$ cat src/rtl/common_pkg.sv
// Shared CLIC types: priority/index widths and the packed entries vector.
// The threshold occupies the top slot (ThreshIdx) of Entries.
package common_pkg;

    localparam int unsigned PrioWidth  = 3;
    localparam int unsigned NrEntries  = 4;
    localparam int unsigned IndexWidth = $clog2(NrEntries);
    localparam int unsigned ThreshIdx  = NrEntries - 1;

    typedef logic [PrioWidth-1:0]  Prio;
    typedef logic [IndexWidth-1:0] Index;
    typedef Prio [NrEntries-1:0]   Entries;

endpackage

$ cat src/rtl/can_clic_tstack.sv
// LIFO of saved thresholds. push+pop in the same cycle is a net replace:
// neither sp nor the stored entries change.
module can_clic_tstack
    import common_pkg::*;
#(
    parameter int unsigned DEPTH = 4,
    parameter int unsigned SP_W  = $clog2(DEPTH + 1)
) (
    input  logic            clk,
    input  logic            rst_n,
    input  logic            push,
    input  logic            pop,
    input  logic [PrioWidth-1:0] din,
    output logic [SP_W-1:0] sp,
    output logic            full_c,
    output logic [PrioWidth-1:0] top_c
);

    localparam int unsigned AddrW = (DEPTH > 1) ? $clog2(DEPTH) : 1;

    Prio mem [DEPTH];

    logic do_push;
    logic do_pop;

    assign full_c  = (sp == SP_W'(DEPTH));
    assign do_push = push && !pop && !full_c;
    assign do_pop  = pop && !push && (sp != '0);
    assign top_c   = (sp == '0) ? '0 : mem[AddrW'(sp - SP_W'(1))];

    // Stack pointer
    always_ff @(posedge clk) begin
        if (!rst_n) begin
            sp <= '0;
        end else if (do_push) begin
            sp <= sp + SP_W'(1);
        end else if (do_pop) begin
            sp <= sp - SP_W'(1);
        end
    end

    // Saved-threshold storage; contents are don't-care after reset
    always_ff @(posedge clk) begin
        if (rst_n && do_push) begin
            mem[AddrW'(sp)] <= din;
        end
    end

endmodule

$ cat src/rtl/can_clic_nest.sv
// Core-side CLIC nesting controller: offers the arbiter winner to the core
// over req/ack, clears the taken source's pending flag, raises the threshold
// and restores preempted levels on mret.
// Optional: define CAN_CLIC_NEST_ERR_EN for a sticky err on mret at depth 0
// or irq_ack without irq_req; otherwise err is tied to 0.
module can_clic_nest
    import common_pkg::*;
#(
    parameter int unsigned         DEPTH           = 4,
    parameter logic [PrioWidth-1:0] RESET_THRESHOLD = '0
) (
    input  logic                           clk,
    input  logic                           rst_n,
    input  logic [NrEntries*PrioWidth-1:0] entries,
    input  logic                           is_interrupt,
    input  logic [IndexWidth-1:0]          index,
    output logic [PrioWidth-1:0]           threshold,
    output logic                           irq_req,
    output logic [IndexWidth-1:0]          irq_id,
    output logic [PrioWidth-1:0]           irq_prio,
    input  logic                           irq_ack,
    input  logic                           mret,
    output logic                           clr_valid,
    output logic [IndexWidth-1:0]          clr_index,
    output logic [$clog2(DEPTH+1)-1:0]     depth,
    output logic                           err
);

    localparam int unsigned SpW = $clog2(DEPTH + 1);

    localparam logic [0:0] IDLE = 1'b0;
    localparam logic [0:0] REQ  = 1'b1;

    logic [0:0] state_q, state_d;
    Entries     ent;
    logic       ack_ok, mret_ok;
    logic       full_c;
    Prio        top_c;
    logic [SpW-1:0] sp;

    Prio        thr_d, prio_d;
    Index       id_d, clr_idx_d;
    logic       req_d, clr_v_d;

    assign ent     = Entries'(entries);
    assign ack_ok  = (state_q == REQ) && irq_ack;
    assign mret_ok = mret && (sp != '0);
    assign depth   = sp;

    can_clic_tstack #(.DEPTH(DEPTH), .SP_W(SpW)) u_tstack (
        .clk    (clk),
        .rst_n  (rst_n),
        .push   (ack_ok),
        .pop    (mret_ok),
        .din    (threshold),
        .sp     (sp),
        .full_c (full_c),
        .top_c  (top_c)
    );

    // Next-state and next-output logic for the offer handshake
    always_comb begin
        state_d   = state_q;
        thr_d     = threshold;
        req_d     = irq_req;
        id_d      = irq_id;
        prio_d    = irq_prio;
        clr_v_d   = 1'b0;
        clr_idx_d = clr_index;
        case (state_q)
            IDLE: begin
                if (is_interrupt && !full_c && !mret) begin
                    state_d = REQ;
                    req_d   = 1'b1;
                    id_d    = index;
                    prio_d  = ent[index];
                end
            end
            REQ: begin
                if (irq_ack) begin
                    state_d   = IDLE;
                    req_d     = 1'b0;
                    clr_v_d   = 1'b1;
                    clr_idx_d = irq_id;
                    thr_d     = irq_prio;
                end
            end
            default: state_d = IDLE;
        endcase
        if (mret_ok && !ack_ok) begin
            thr_d = top_c;
        end
    end

    // State and registered outputs
    always_ff @(posedge clk) begin
        if (!rst_n) begin
            state_q   <= IDLE;
            threshold <= RESET_THRESHOLD;
            irq_req   <= 1'b0;
            irq_id    <= '0;
            irq_prio  <= '0;
            clr_valid <= 1'b0;
            clr_index <= '0;
        end else begin
            state_q   <= state_d;
            threshold <= thr_d;
            irq_req   <= req_d;
            irq_id    <= id_d;
            irq_prio  <= prio_d;
            clr_valid <= clr_v_d;
            clr_index <= clr_idx_d;
        end
    end

`ifdef CAN_CLIC_NEST_ERR_EN
    logic err_d;

    assign err_d = err || (mret && (sp == '0)) || (irq_ack && (state_q != REQ));

    // Sticky protocol error flag
    always_ff @(posedge clk) begin
        if (!rst_n) begin
            err <= 1'b0;
        end else begin
            err <= err_d;
        end
    end
`else
    assign err = 1'b0;
`endif

endmodule

$ cat config.mk
export PLATFORM = sky130hd
export DESIGN_NAME = can_clic_nest
export DESIGN_NICKNAME = d
export VERILOG_FILES = /design/src/rtl/common_pkg.sv /design/src/rtl/can_clic_tstack.sv /design/src/rtl/can_clic_nest.sv
export SDC_FILE = /design/constraint.sdc
export NUM_CORES = 1
export LEC_CHECK = 0
export CORE_MARGIN = 2
export CORE_UTILIZATION = 40
export DETAILED_ROUTE_END_ITERATION = 16
export PLACE_DENSITY = 0.77
export SLEW_MARGIN = 15
export SYNTH_ARGS = -nofsm -noshare
export SYNTH_HDL_FRONTEND = slang
export SYNTH_SLANG_ARGS = --single-unit
$ cat constraint.sdc
create_clock -name clk -period 1.8 [get_ports clk]
set_input_delay 0.54 -clock clk [delete_from_list [all_inputs] [get_ports clk]]
set_output_delay 0.54 -clock clk [all_outputs]
set_load 0.01 [all_outputs]
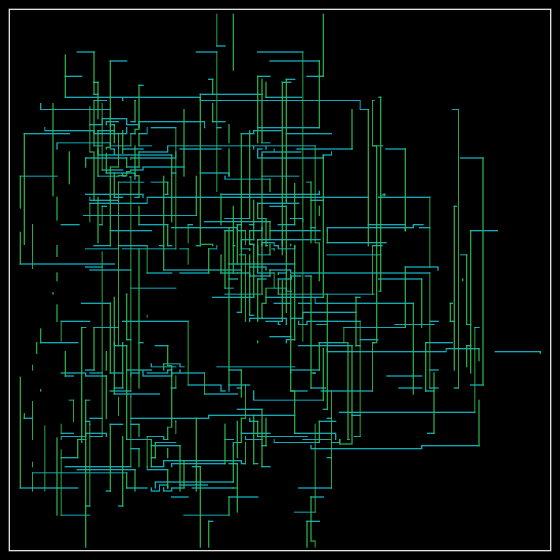
Figure 1: run 1, routed metal, one colour a layer.
Only two layers are drawn.
Key: green = met2 [wire length 1340 um]; cyan = met1 [wire length 1030 um]
final WL: 2540 um
via count: 956

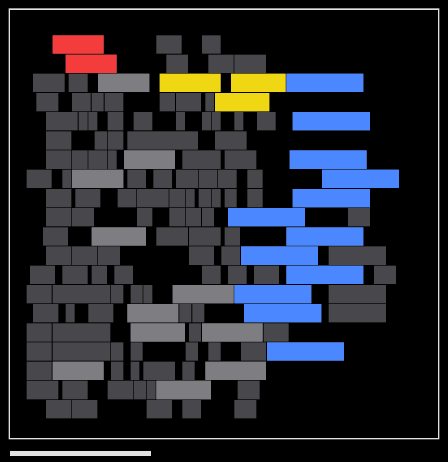
Figure 2: run 1, register map, names as in the netlist.
Bar = 20 um.
Key: blue = `u_tstack.mem` [placed flops 12, where middle right]; red = `clr_index` [placed flops 2]; yellow = `u_tstack.sp` [placed flops 3]
Another 11 sequential cells are not coloured.
flop share of the area: 0.396
Reg area: 702 um2
fin util: 0.581
Seq group: 838 uW

==> impl_metrics.py, run 1 <==
# Generated from Yosys and OpenROAD reports
metrics = {
    "outcome": {
        "status": "finished clean",
    },
    "yosys": {
        "ys.flop_type": "dfxtp_1",
        "topCellsByArea": "edfxtp_1 28%, dfxtp_1 25%, mux4_2 11%, mux2i_1 5.5%, ha_1 4.9%",
        "seq_area_frac_synth": 0.530,
        "synthDistinctLibCells": 28,
        "edf_count": 12,
        "top_area_cell": "edfxtp_1",
    },
    "floorplanning": {
        "fp_util": 0.420,
        "die_x_um": 60.7,
        "rows": 20,
    },
    "setup_path": {
        "cp.required_ns": 1.26,
        "cp_max_fo": 2,
        "r2r_slack_ns": 0.12,
    },
    "final_timing": {
        "rsz0062_at_grt": "false",
    },
    "final_layout": {
        "comb_area_um2": 567,
        "area_delta_synth_final_pct": 38.1,
    },
    "pwr": {
        "leakagePower_nw": 0.781,
        "vdd_ir_drop_max_mv": 0.433,
        "power_density_nw_per_um2": 1010,
    },
    "grt": {
        "grt_pass1_wl_um": 4170,
    },
    "min_path": {
        "worstHoldPathType": "reg -> reg",
    },
    "clock_tree": {
        "clk-insertion-delay-late_ns": 0.33,
        "cts-root-buf": "clkbuf_4",
        "clk_path_buf_depth": 2,
    },
}
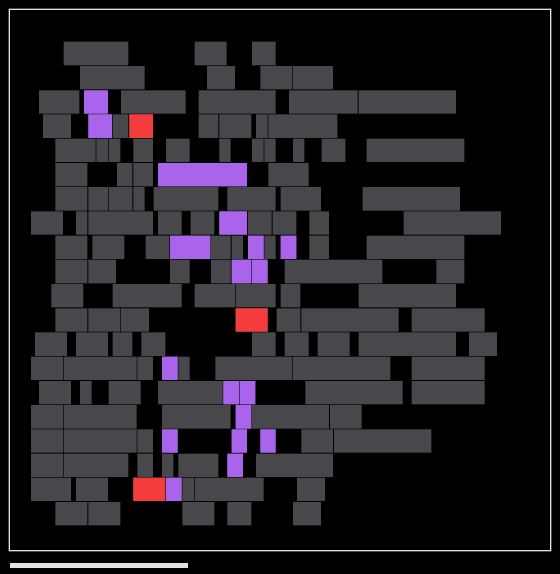
Figure 3: run 1, gate-type map.
Bar = 20 um.
Key: red = AND-OR and OR-AND gates [cells 3]; purple = inverting AOI/OAI gates [cells 18]
Commonest Layout Cell: clkdlybuf4s50_1
Cell Count, Final, Fillers Out: 189
logic share of the area: 0.320

-- run 1: placed cells by master (no fill, tap or decap), drive strengths merged, types with 5 or more instances in the layout --
cell,Yosys,final
a21oi,5,5
dlygate4sd2,0,8
dlymetal6s2s,0,5
ha,5,5
nand2,9,9
clkdlybuf4s50,0,20
mux2i,7,7
edfxtp,12,12
mux4,6,6
dfxtp,16,16
buf,2,10
nand3,5,5
o21ai,7,7
and3,5,5
-- run 1: power by group --
part	total [mW]	internal, mW	switching [mW]
clock	0.259	0.0814	0.178
combinational	0.685	0.367	0.318
sequential	0.838	0.767	0.0708
-- run 1: what timing repair did --
action / 4_1_cts / 5_1_grt
setup endpoints to repair: 9 / 18
setup buffers: 0 / 1
resized: 18 / 8
-- run 1: path summary, 6_finish.rpt --
| kind | start | to | cells past startpoint |
|---|---|---|---|
| worst min register to register | irq_prio[1] | irq_prio[1] | 2 |
| worst min-delay path | irq_prio[1] | irq_prio[1] | 2 |
| worst max-delay path | irq_prio[2] | irq_prio[2] | 1 |
| worst max register to register | u_tstack.sp[0] | u_tstack.mem[2][2] | 6 |
-- run 1: state kept, by name, summed over array words and instances (netlist names) --
register	count
irq_id	2
clr_valid	1
clr_index	2
irq_prio	3
irq_req	1
u_tstack.sp	3
threshold	3
state_q	1
u_tstack.mem	12
-- run 1: area by class of cell --
| class | instances | share of cell area |
|---|---|---|
| sequential | 28 | 0.396 |
| inverter | 4 | 0.00847 |
| timing repair buffer | 43 | 0.230 |
| clock inverter | 1 | 0.00212 |
| clock buffer | 3 | 0.0127 |
| tap | 44 | 0.0311 |
| multi-input combinational | 66 | 0.320 |
-- run 1: cells by family after synthesis --
kind of cell / count (synthesis) / share of synthesized area
multiplexers: 13 / 0.160
flip-flops: 28 / 0.530
buffers and inverters: 9 / 0.0302
other: 1 / 0.00292
adder cells (fa/ha/maj): 5 / 0.0487
AND-OR/OR-AND: 21 / 0.123
AND/OR/NAND/NOR: 26 / 0.105
-- run 1: per-layer routing --
metal | vias to the layer above | track usage | wire (um) | share of wire
met1 | 447 | 0.176 | 1030 | 0.41
met5 | - | 0 | 0 | 0
met3 | 0 | 0.0320 | 165 | 0.065
li1 | 465 | - | - | -
met4 | 0 | 0.0466 | 0 | 0
met2 | 44 | 0.293 | 1340 | 0.53
-- run 1: stage by stage --
step	utilization	std cells	setup WS (ns)	setup TNS, ns
after global placement	0.561	184	-0.179	-3.32
final	0.581	189	0.0607	0
after detailed placement	0.561	184	-0.216	-3.95
after global routing	0.581	189	0.00827	0
after CTS	0.573	188	0.00325	0
after floorplan	-	103	0.0556	0
-- run 1: tightest hold or removal path, stage by stage, from the launching register on --
cell and delay (ns):
dfxtp_2 0.35, nand2_1 0.05, o21ai_1 0.04
Figure 4. Pin map (run 1).
Pins as bars across the die edge, other pins in grey.
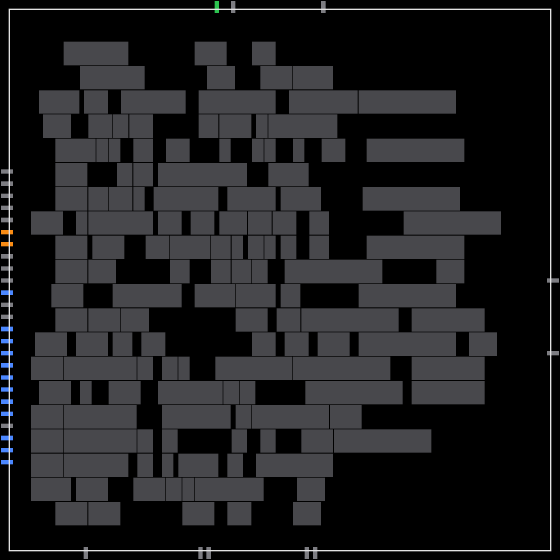

==> run 1 -> run 2 <==
--- a/config.mk
+++ b/config.mk
@@ -8,8 +8,9 @@
 export CORE_MARGIN = 2
 export CORE_UTILIZATION = 40
 export DETAILED_ROUTE_END_ITERATION = 16
-export PLACE_DENSITY = 0.77
+export PLACE_DENSITY = 0.74
 export SLEW_MARGIN = 15
 export SYNTH_ARGS = -nofsm -noshare
 export SYNTH_HDL_FRONTEND = slang
 export SYNTH_SLANG_ARGS = --single-unit
+export TNS_END_PERCENT = 20
==> constraint.sdc (replaced) <==
create_clock -name clk -period 2.02 [get_ports clk]
set_input_delay 0.606 -clock clk [delete_from_list [all_inputs] [get_ports clk]]
set_output_delay 0.606 -clock clk [all_outputs]
set_load 0.01 [all_outputs]
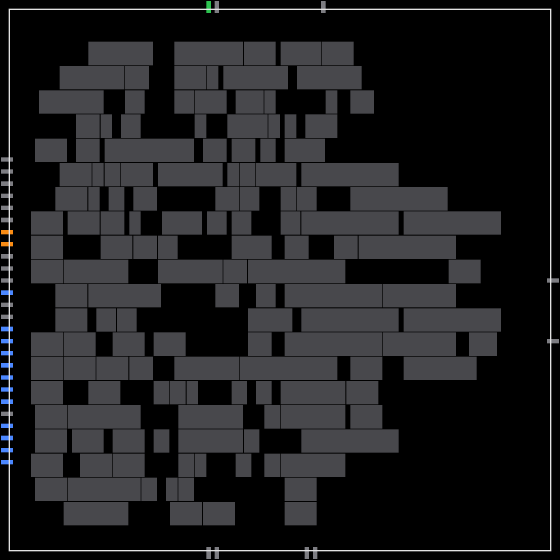
Figure 5: run 2, pin map.
Pins as bars across the die edge, other pins in grey.
Key: green = `clr_valid` [pins 1, direction output, edge top]; orange = `irq_id` [pins 2, direction output, edge left]; blue = `entries` [pins 12, direction input, edge left]
All pins by edge: 26 left, 4 bottom, 3 top, 2 right.
die width: 60.7 um
port bufs: 33

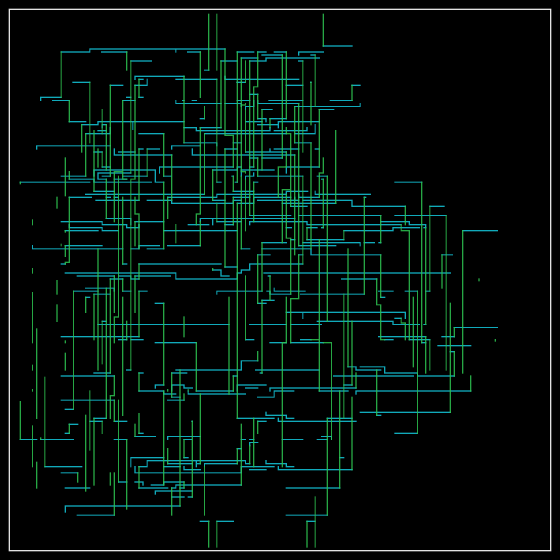
Figure 6: run 2, routed metal, one colour a layer.
Only two layers are drawn.
Key: cyan = met1 [wire length 1110 um]; green = met2 [wire length 1260 um]
via count: 942
WL/cell: 13.5 um
overall routing resource usage: 0.154

==> run 2 against run 1 <==
Worst setup slack improved by 0.024 ns. Global-route usage is 0.18 points lower. Largest power group unchanged. Sequential cell count unchanged.
==> impl_metrics.py, run 2 <==
# Generated from Yosys and OpenROAD reports
metrics = {
    "yosys": {
        "top_area_cell": "edfxtp_1",
        "edf_count": 12,
        "seq_area_frac_synth": 0.530,
        "synthDistinctLibCells": 28,
        "syn_inst": 103,
        "ys.flop_type": "dfxtp_1",
    },
    "final_timing": {
        "rsz0062_at_grt": "false",
        "setup_viol": 0,
    },
    "final_layout": {
        "finalNonFillerCells": 188,
        "largest_register": "u_tstack.mem",
        "lay_top_count": "clkdlybuf4s50_1",
        "largest_register_ffs": 12,
        "final_util": 0.573,
        "final_cell_mix": "32 x clkdlybuf4s50_1, 15 x dfxtp_1, 12 x edfxtp_1",
        "area_delta_synth_final_pct": 36.3,
    },
    "pwr": {
        "p_int_mw": 1.11,
        "p_sw_frac": 0.311,
        "power_density_nw_per_um2": 922,
        "switchingPower_uw": 501,
        "vdd_ir_drop_max_mv": 0.396,
        "power.clock.fraction": 0.163,
        "p_comb_frac": 0.382,
        "pwr-share-seq": 0.454,
    },
    "clock_tree": {
        "cts_setup_buffers": 0,
        "clk_path_buf_depth": 2,
        "cts-root-buf": "clkbuf_4",
        "clk-insertion-delay-late_ns": 0.32,
    },
    "routing": {
        "drc": 0,
    },
    "min_path": {
        "worstHoldPathType": "reg -> reg",
    },
    "setup_path": {
        "cp_max_fo": 6,
        "cp.required_ns": 1.41,
    },
    "grt": {
        "grt_pass1_wl_um": 4150,
    },
    "outcome": {
        "status": "finished clean",
    },
    "floorplanning": {
        "rows": 20,
        "fp_util": 0.420,
    },
}
-- run 2: cell counts after synthesis --
Identical to the previous run, type by type.
-- run 2: path summary, 6_finish.rpt --
check / slack, ns / cells past startpoint / end / from
max: 0.08 / 1 / threshold[2] / threshold[2]
min: 0.47 / 2 / irq_prio[2] / irq_prio[2]
max reg2reg: 0.14 / 5 / u_tstack.mem[3][0] / u_tstack.sp[1]
min reg2reg: 0.47 / 2 / irq_prio[2] / irq_prio[2]
-- run 2: cell type report --
cell class              count  area, um2  share of cell area
flip-flops and latches     28        682               0.390
multi-input cells          66        564               0.323
repair buffers             42        397               0.227
well taps                  44       55.1              0.0315
clock buffers               4       36.3              0.0207
inverters                   4       15.0             0.00858
-- run 2: cells by family (layout without fill, tap and decap cells) --
logic type,after synthesis,count (layout),synth area share
other,1,1,0.00292
adders and majority gates,5,5,0.0487
muxes,13,13,0.160
AOI/OAI and AO/OA,21,21,0.123
buffers and inverters,9,50,0.0302
and+or+nand+nor,26,26,0.105
DFF,28,28,0.530
-- run 2: metal layers --
layer  share of wire  GRT usage  vias up  wire, um
met5               0          0        -         0
met4          0.0047     0.0528        0        12
met3           0.063     0.0320        2       159
met2            0.50      0.266       30      1260
met1            0.44      0.193      447      1110
li1                -          -      463         -
-- run 2: worst min-delay path, cell delays in order, from the launching register on --
cell and delay [ns]:
dfxtp_1 0.34, nand2_1 0.06, o21ai_1 0.05
-- run 2: repair_timing --
action,CTS,global route
setup endpoints to repair,2,0
hold buffers,0,0
gates resized,2,0
-- run 2: power groups by stage --
stage	clock network (mW)	logic, mW	registers, mW
2_1_floorplan	0	0.335	0.771
3_3_place_gp	0	0.610	0.745
3_5_place_dp	0	0.621	0.746
4_1_cts	0.271	0.622	0.736
5_1_grt	0.290	0.684	0.744
6_report	0.264	0.617	0.732
-- run 2: metrics by stage --
step | TNS (ns) | instance area, um2 | setup WS (ns)
2_1_floorplan | 0 | 1280 | 0.0785
3_3_place_gp | -0.959 | 1710 | -0.0803
3_5_place_dp | -1.19 | 1710 | -0.102
4_1_cts | 0 | 1750 | 0.0580
5_1_grt | 0 | 1750 | 0.0120
6_report | 0 | 1750 | 0.0847
Figure 7. Gate-type map (run 2).
Bar = 20 um.
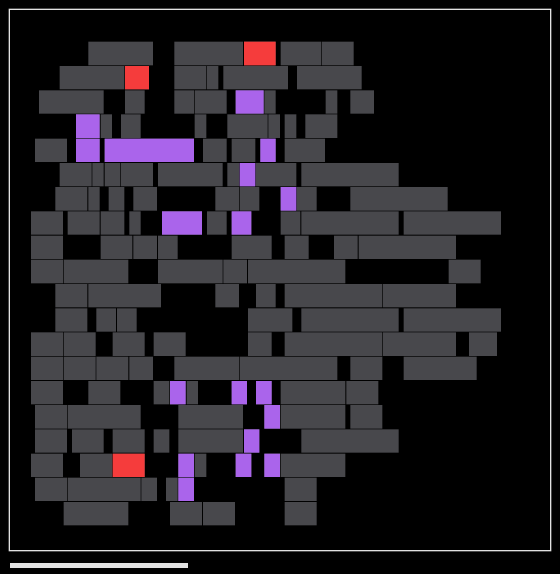

==> run 2 -> run 3 <==
--- a/config.mk
+++ b/config.mk
@@ -6,9 +6,9 @@
 export NUM_CORES = 1
 export LEC_CHECK = 0
 export CORE_MARGIN = 2
-export CORE_UTILIZATION = 40
+export CORE_UTILIZATION = 25
 export DETAILED_ROUTE_END_ITERATION = 16
-export PLACE_DENSITY = 0.74
+export PLACE_DENSITY = 0.53
 export SLEW_MARGIN = 15
 export SYNTH_ARGS = -nofsm -noshare
 export SYNTH_HDL_FRONTEND = slang
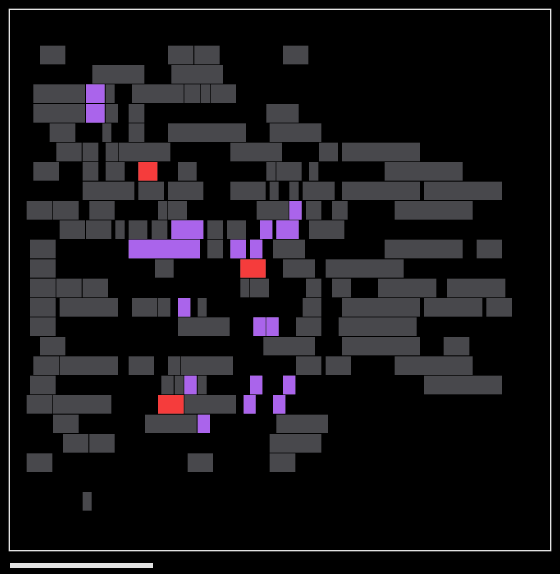
Figure 8: run 3, gate-type map.
Bar = 20 um.
Key: purple = inverting AOI/OAI gates [cells 18, where centre]; red = AND-OR and OR-AND gates [cells 3]
logic share of the area: 0.311
Cell Count, Final, Fillers Out: 214

==> run 3 against run 2 <==
Fmax about the same. Non-clock buffer count unchanged. Worst setup slack got worse by 0.0015 ns. Via count decreased by 2.5%. Cell area increased by 3.9%. Sequential cell count unchanged. Utilization decreased by 21 points. Register-to-register slack improved by 0.08 ns. Synthesized cell count unchanged. Critical path depth unchanged. Critical path type unchanged.
==> impl_metrics.py, run 3 <==
# Generated from Yosys and OpenROAD reports
metrics = {
    "routing": {
        "drc": 0,
        "wl_per_cell_um": 12.3,
        "routed_wl_um": 2640,
        "vias": 918,
    },
    "min_path": {
        "worstHoldPathType": "reg -> reg",
    },
    "pwr": {
        "leakagePower_nw": 0.675,
        "p_sw_frac": 0.289,
        "p_int_mw": 1.27,
    },
    "yosys": {
        "edf_count": 12,
        "syn_inst": 103,
        "topCellsByArea": "edfxtp_1 28%, dfxtp_1 25%, mux4_2 11%, mux2i_1 5.5%, ha_1 4.9%",
        "synthDistinctLibCells": 28,
    },
    "setup_path": {
        "cp_max_fo": 6,
    },
    "floorplanning": {
        "die_x_um": 75.7,
        "rows": 26,
    },
    "final_layout": {
        "largest_register_ffs": 12,
        "final_area_um2": 1820,
    },
    "place": {
        "dp_slack_ns": -0.0885,
        "placed_area_um2": 1750,
        "port_buffers": 33,
    },
    "clock_tree": {
        "clk_path_buf_depth": 2,
        "cts-root-buf": "clkbuf_8",
        "clk-insertion-delay-late_ns": 0.27,
    },
    "grt": {
        "grt_usage": 0.0990,
    },
    "outcome": {
        "status": "finished clean",
    },
    "final_timing": {
        "rsz0062_at_grt": "false",
        "layout_setup_ws_ns": 0.0832,
    },
}
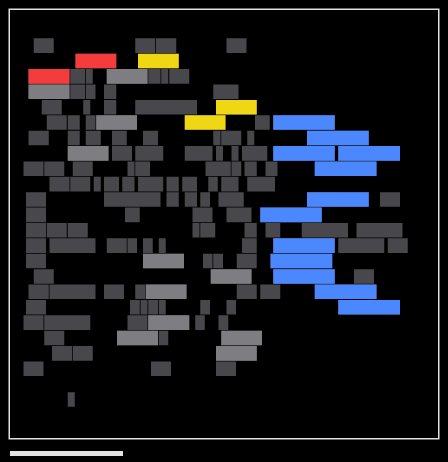
Figure 9: run 3, register map, names as in the netlist.
Bar = 20 um.
Key: yellow = `u_tstack.sp` [placed flops 3]; red = `clr_index` [placed flops 2]; blue = `u_tstack.mem` [placed flops 12, where middle right]
Another 11 sequential cells are not coloured.

[run 3: per-layer routing]
metal	vias to the layer above	share of wire	track usage
li1	460	-	-
met1	427	0.45	0.125
met2	31	0.48	0.167
met3	0	0.071	0.0423
met4	0	0	0.00585
met5	-	0	0
[run 3: logic make-up after synthesis]
logic type | share of synthesized area
other | 0.00292
AND-OR/OR-AND | 0.123
buffers and inverters | 0.0302
AND/OR/NAND/NOR | 0.105
multiplexers | 0.160
flip-flops | 0.530
adder cells (fa/ha/maj) | 0.0487
[run 3: area by class of cell]
type / instances / area, um2 / share of cell area
flip-flops and latches: 28 / 681 / 0.375
multi-input cells: 66 / 564 / 0.311
clock buffers: 3 / 41.3 / 0.0227
repair buffers: 42 / 398 / 0.219
well taps: 70 / 87.6 / 0.0482
inverters: 4 / 15.0 / 0.00826
clock inverters: 1 / 30.0 / 0.0165
[run 3: power by group through the flow]
stage	registers, mW	logic (mW)	clock network, mW
floorplan	0.771	0.335	0
global placement	0.747	0.621	0
detailed placement	0.749	0.621	0
CTS	0.736	0.624	0.444
global route	0.746	0.679	0.464
finish	0.734	0.616	0.435
[run 3: final timing paths]
check	start	endpoint	slack (ns)	cells past startpoint
worst max register to register	u_tstack.sp[1]	u_tstack.mem[3][0]	0.22	6
worst max-delay path	u_tstack.sp[2]	depth[2]	0.08	1
worst min-delay path	irq_prio[2]	irq_prio[2]	0.47	2
worst min register to register	irq_prio[2]	irq_prio[2]	0.47	2
[run 3: tightest hold or removal path, stage by stage, from the launching register on]
cell and delay (ns):
dfxtp_1 0.33, nand2_1 0.06, o21ai_1 0.05
[run 3: through the flow]
step	instances	hold WS [ns]	setup TNS (ns)
6_report	214	0.475	0
3_5_place_dp	210	0.462	-0.970
3_3_place_gp	210	0.451	-0.509
4_1_cts	214	0.478	0
5_1_grt	214	0.496	0
2_1_floorplan	103	0.482	0
Power and IR drop assume default switching activity.
